File: config.mk
export PLATFORM = sky130hd
export DESIGN_NAME = output_data
export DESIGN_NICKNAME = d
export VERILOG_FILES = /design/src/rtl/output_pkg.sv /design/src/rtl/output_channel.sv /design/src/rtl/output_data.sv
export SDC_FILE = /design/constraint.sdc
export NUM_CORES = 1
export LEC_CHECK = 0
export CORE_UTILIZATION = 55
export CTS_CLUSTER_SIZE = 30
export DETAILED_ROUTE_END_ITERATION = 8
export PLACE_DENSITY = 0.72
export SYNTH_ARGS = -nofsm -noshare
export SYNTH_HDL_FRONTEND = slang
export SYNTH_SLANG_ARGS = --single-unit
export TNS_END_PERCENT = 5
File: constraint.sdc
create_clock -name clk -period 5.4 [get_ports clk]
set_clock_uncertainty 0.1 [all_clocks]
set_input_delay 0.54 -clock clk [delete_from_list [all_inputs] [get_ports clk]]
set_output_delay 0.54 -clock clk [all_outputs]
set_load 0.005 [all_outputs]
File: src/rtl/output_pkg.sv
// Shared command-mode encodings and channel state type for the output driver.
package output_pkg;

  localparam logic [1:0] MODE_OFF   = 2'b00;
  localparam logic [1:0] MODE_ON    = 2'b01;
  localparam logic [1:0] MODE_BLINK = 2'b10;
  localparam logic [1:0] MODE_PULSE = 2'b11;

  typedef enum logic [1:0] {
    S_OFF   = 2'd0,
    S_ON    = 2'd1,
    S_BLINK = 2'd2,
    S_PULSE = 2'd3
  } chan_state_e;

endpackage

File: src/rtl/output_channel.sv
// One output channel: mode FSM, per-channel prescaler, stored half-period and tick down-counter.
//
// state   | meaning
// S_OFF   | output low, prescaler idle
// S_ON    | output held high, prescaler idle
// S_BLINK | output toggles every stored half-period, runs until overridden
// S_PULSE | output high until the tick counter reaches terminal count (busy)
module output_channel
  import output_pkg::*;
#(
  parameter int TICK_DIV  = 50000,
  parameter int LEN_WIDTH = 16
) (
  input  logic                 clk,
  input  logic                 rst,
  input  logic                 load,
  input  logic [1:0]           mode,
  input  logic [LEN_WIDTH-1:0] length,
  output logic                 out,
  output logic                 busy
);

  localparam int PW = (TICK_DIV > 1) ? $clog2(TICK_DIV) : 1;
  localparam logic [PW-1:0] PRESC_MAX = PW'(TICK_DIV - 1);
  localparam logic [LEN_WIDTH-1:0] LEN_ONE = LEN_WIDTH'(1);

  chan_state_e          state_q, state_d;
  logic [PW-1:0]        presc_q, presc_d;
  logic [LEN_WIDTH-1:0] cnt_q, cnt_d;
  logic [LEN_WIDTH-1:0] len_q, len_d;
  logic                 out_q, out_d;
  logic                 running;
  logic                 tick;

  assign running = (state_q == S_BLINK) || (state_q == S_PULSE);
  assign tick    = running && (presc_q == PRESC_MAX);

  always_comb begin
    state_d = state_q;
    presc_d = presc_q;
    cnt_d   = cnt_q;
    len_d   = len_q;
    out_d   = out_q;

    if (load) begin
      // A command always restarts timing; any coincident tick is dropped.
      presc_d = '0;
      case (mode)
        MODE_ON: begin
          state_d = S_ON;
          out_d   = 1'b1;
          cnt_d   = '0;
        end
        MODE_BLINK: begin
          state_d = S_BLINK;
          out_d   = 1'b1;
          len_d   = (length == '0) ? LEN_ONE : length;
          cnt_d   = (length == '0) ? LEN_ONE : length;
        end
        MODE_PULSE: begin
          len_d = length;
          if (length == '0) begin
            state_d = S_OFF;
            out_d   = 1'b0;
            cnt_d   = '0;
          end else begin
            state_d = S_PULSE;
            out_d   = 1'b1;
            cnt_d   = length;
          end
        end
        default: begin
          state_d = S_OFF;
          out_d   = 1'b0;
          cnt_d   = '0;
        end
      endcase
    end else if (running) begin
      presc_d = tick ? '0 : presc_q + 1'b1;
      if (tick) begin
        if (cnt_q <= LEN_ONE) begin
          if (state_q == S_PULSE) begin
            state_d = S_OFF;
            out_d   = 1'b0;
            cnt_d   = '0;
          end else begin
            out_d = ~out_q;
            cnt_d = len_q;
          end
        end else begin
          cnt_d = cnt_q - 1'b1;
        end
      end
    end else begin
      presc_d = '0;
    end
  end

  always_ff @(posedge clk or negedge rst) begin
    if (!rst) begin
      state_q <= S_OFF;
      presc_q <= '0;
      cnt_q   <= '0;
      len_q   <= '0;
      out_q   <= 1'b0;
    end else begin
      state_q <= state_d;
      presc_q <= presc_d;
      cnt_q   <= cnt_d;
      len_q   <= len_d;
      out_q   <= out_d;
    end
  end

  assign out  = out_q;
  assign busy = (state_q == S_PULSE);

endmodule

File: src/rtl/output_data.sv
// Processor-written output driver: routes each command strobe to one channel and
// returns per-channel busy flags zero-extended to 32 bits.
module output_data
  import output_pkg::*;
#(
  parameter int NUM_OUTPUTS = 8,
  parameter int TICK_DIV    = 50000,
  parameter int LEN_WIDTH   = 16
) (
  input  logic                   clk,
  input  logic                   rst,
  input  logic                   wr_en,
  input  logic [4:0]             wr_channel,
  input  logic [1:0]             wr_mode,
  input  logic [LEN_WIDTH-1:0]   wr_length,
  output logic [NUM_OUTPUTS-1:0] out,
  output logic [31:0]            status
);

  logic [NUM_OUTPUTS-1:0] busy;

  // Out-of-range channel numbers match no instance and are silently dropped.
  for (genvar i = 0; i < NUM_OUTPUTS; i++) begin : g_chan
    output_channel #(
      .TICK_DIV  (TICK_DIV),
      .LEN_WIDTH (LEN_WIDTH)
    ) u_chan (
      .clk    (clk),
      .rst    (rst),
      .load   (wr_en && (wr_channel == 5'(i))),
      .mode   (wr_mode),
      .length (wr_length),
      .out    (out[i]),
      .busy   (busy[i])
    );
  end

  always_comb begin
    status = '0;
    status[NUM_OUTPUTS-1:0] = busy;
  end

endmodule

==> images/congestion_map.png <==
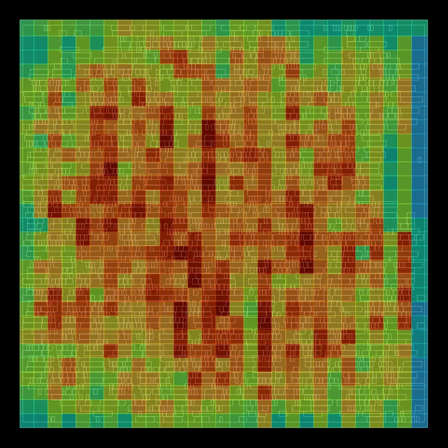
GRT met3 Usage: 6.01%
final core area utilization: 62.6%

==> images/sizing.png <==
(2 px per um)
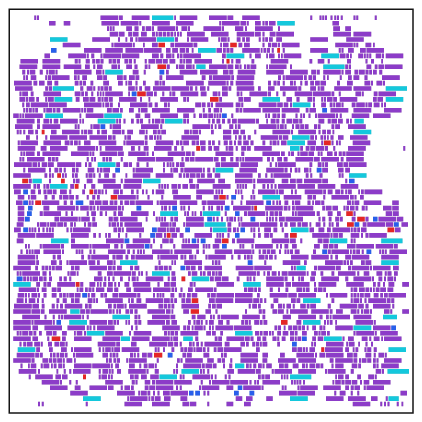
legend:
  purple:
    size: x1 and smaller
    cells: 2,388
    share: 94%
  cyan:
    size: x6 and larger
    cells: 69
    share: 2.7%
  blue:
    size: x3 and x4
    cells: 53
    share: 2.1%
  red:
    size: x2
    cells: 35
    share: 1.4%

==> ci_impl_report.md <==
### Yosys + OpenROAD results

| Metric | Value |
|---|---|
| # fillers | `approximately 3,300` |
| Top cells by area, synth | `dfrtp_1 47%, nand2_1 7.3%, nor2_1 5.2%, o21ai_0 4.1%, xnor2_1 3.2%` |
| Combinational gate area | `10,800 um2` |
| CP endpoint | `g_chan[0].u_chan.cnt_q[11]` |
| XOR/XNOR Fraction of Synth Area | `5.95%` |
| Logic inverters | `46` |
| Antenna violations before repair | `3` |
| Main flop type | `dfrtp_1` |
| Share of cells above drive strength 1 | `6.17%` |
| Synth warnings | `0` |
| Min cycle time layout | `between 3000 and 4000 ps` |
| Max-slew headroom | `13.9%` |
| Reg-to-Reg Start | `g_chan[0].u_chan.cnt_q[8]` |
| Grt peak-use layer | `met2` |
| Sequential element share of the synthesized area | `46.8%` |
| Nets | `around 2,600` |
| Top pwr grp | `sequential cells` |
| Registers | `408` |
| Commonest cells post-synth | `424 x nand2_1, 408 x dfrtp_1, 302 x nor2_1` |
| Status | `complete, no violations` |
| Slowest-stage cell, CP | `or4b_2` |
| Dominant comb cell | `simple AND/OR/NAND/NOR gates` |
| Met2 usage | `46.6%` |
| Largest regs | `g_chan.u_chan.cnt_q: 128 flops, g_chan.u_chan.len_q: 128 flops, g_chan.u_chan.presc_q: 128 flops` |
| WL met3 | `4.89 mm` |
| Cell Type Count | `77` |
| Total Wirelength | `61.0 mm` |
==> images/class_map.png <==
(2 px per um) Fill, decap, tap and diode cells in gray.
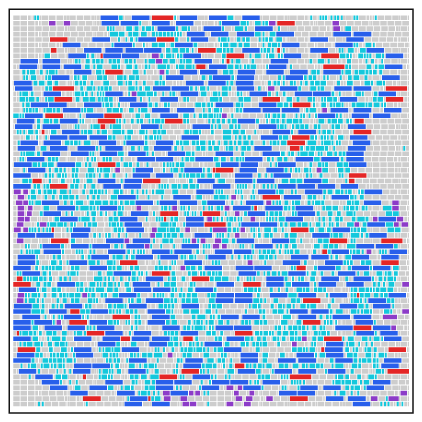
legend:
  red:
    class: clock drivers and dummy loads
    cells: 84
  cyan:
    class: remaining logic cells
    cells: 1,962
  blue:
    class: registers
    cells: 408
  purple:
    class: remaining buffers and delay cells
    cells: 91

==> images/gates.png <==
(2 px per um)
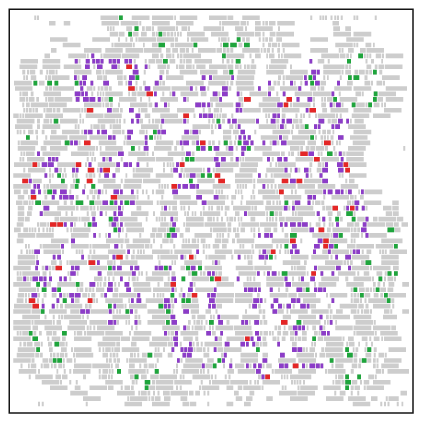
legend:
  purple:
    family: aoi and oai cells
    cells: 467
  green:
    family: and/or cells
    cells: 140
    where: all over the die
  red:
    family: non-inverting ao/oa cells
    cells: 55

Power is estimated from default activity; no workload was simulated.
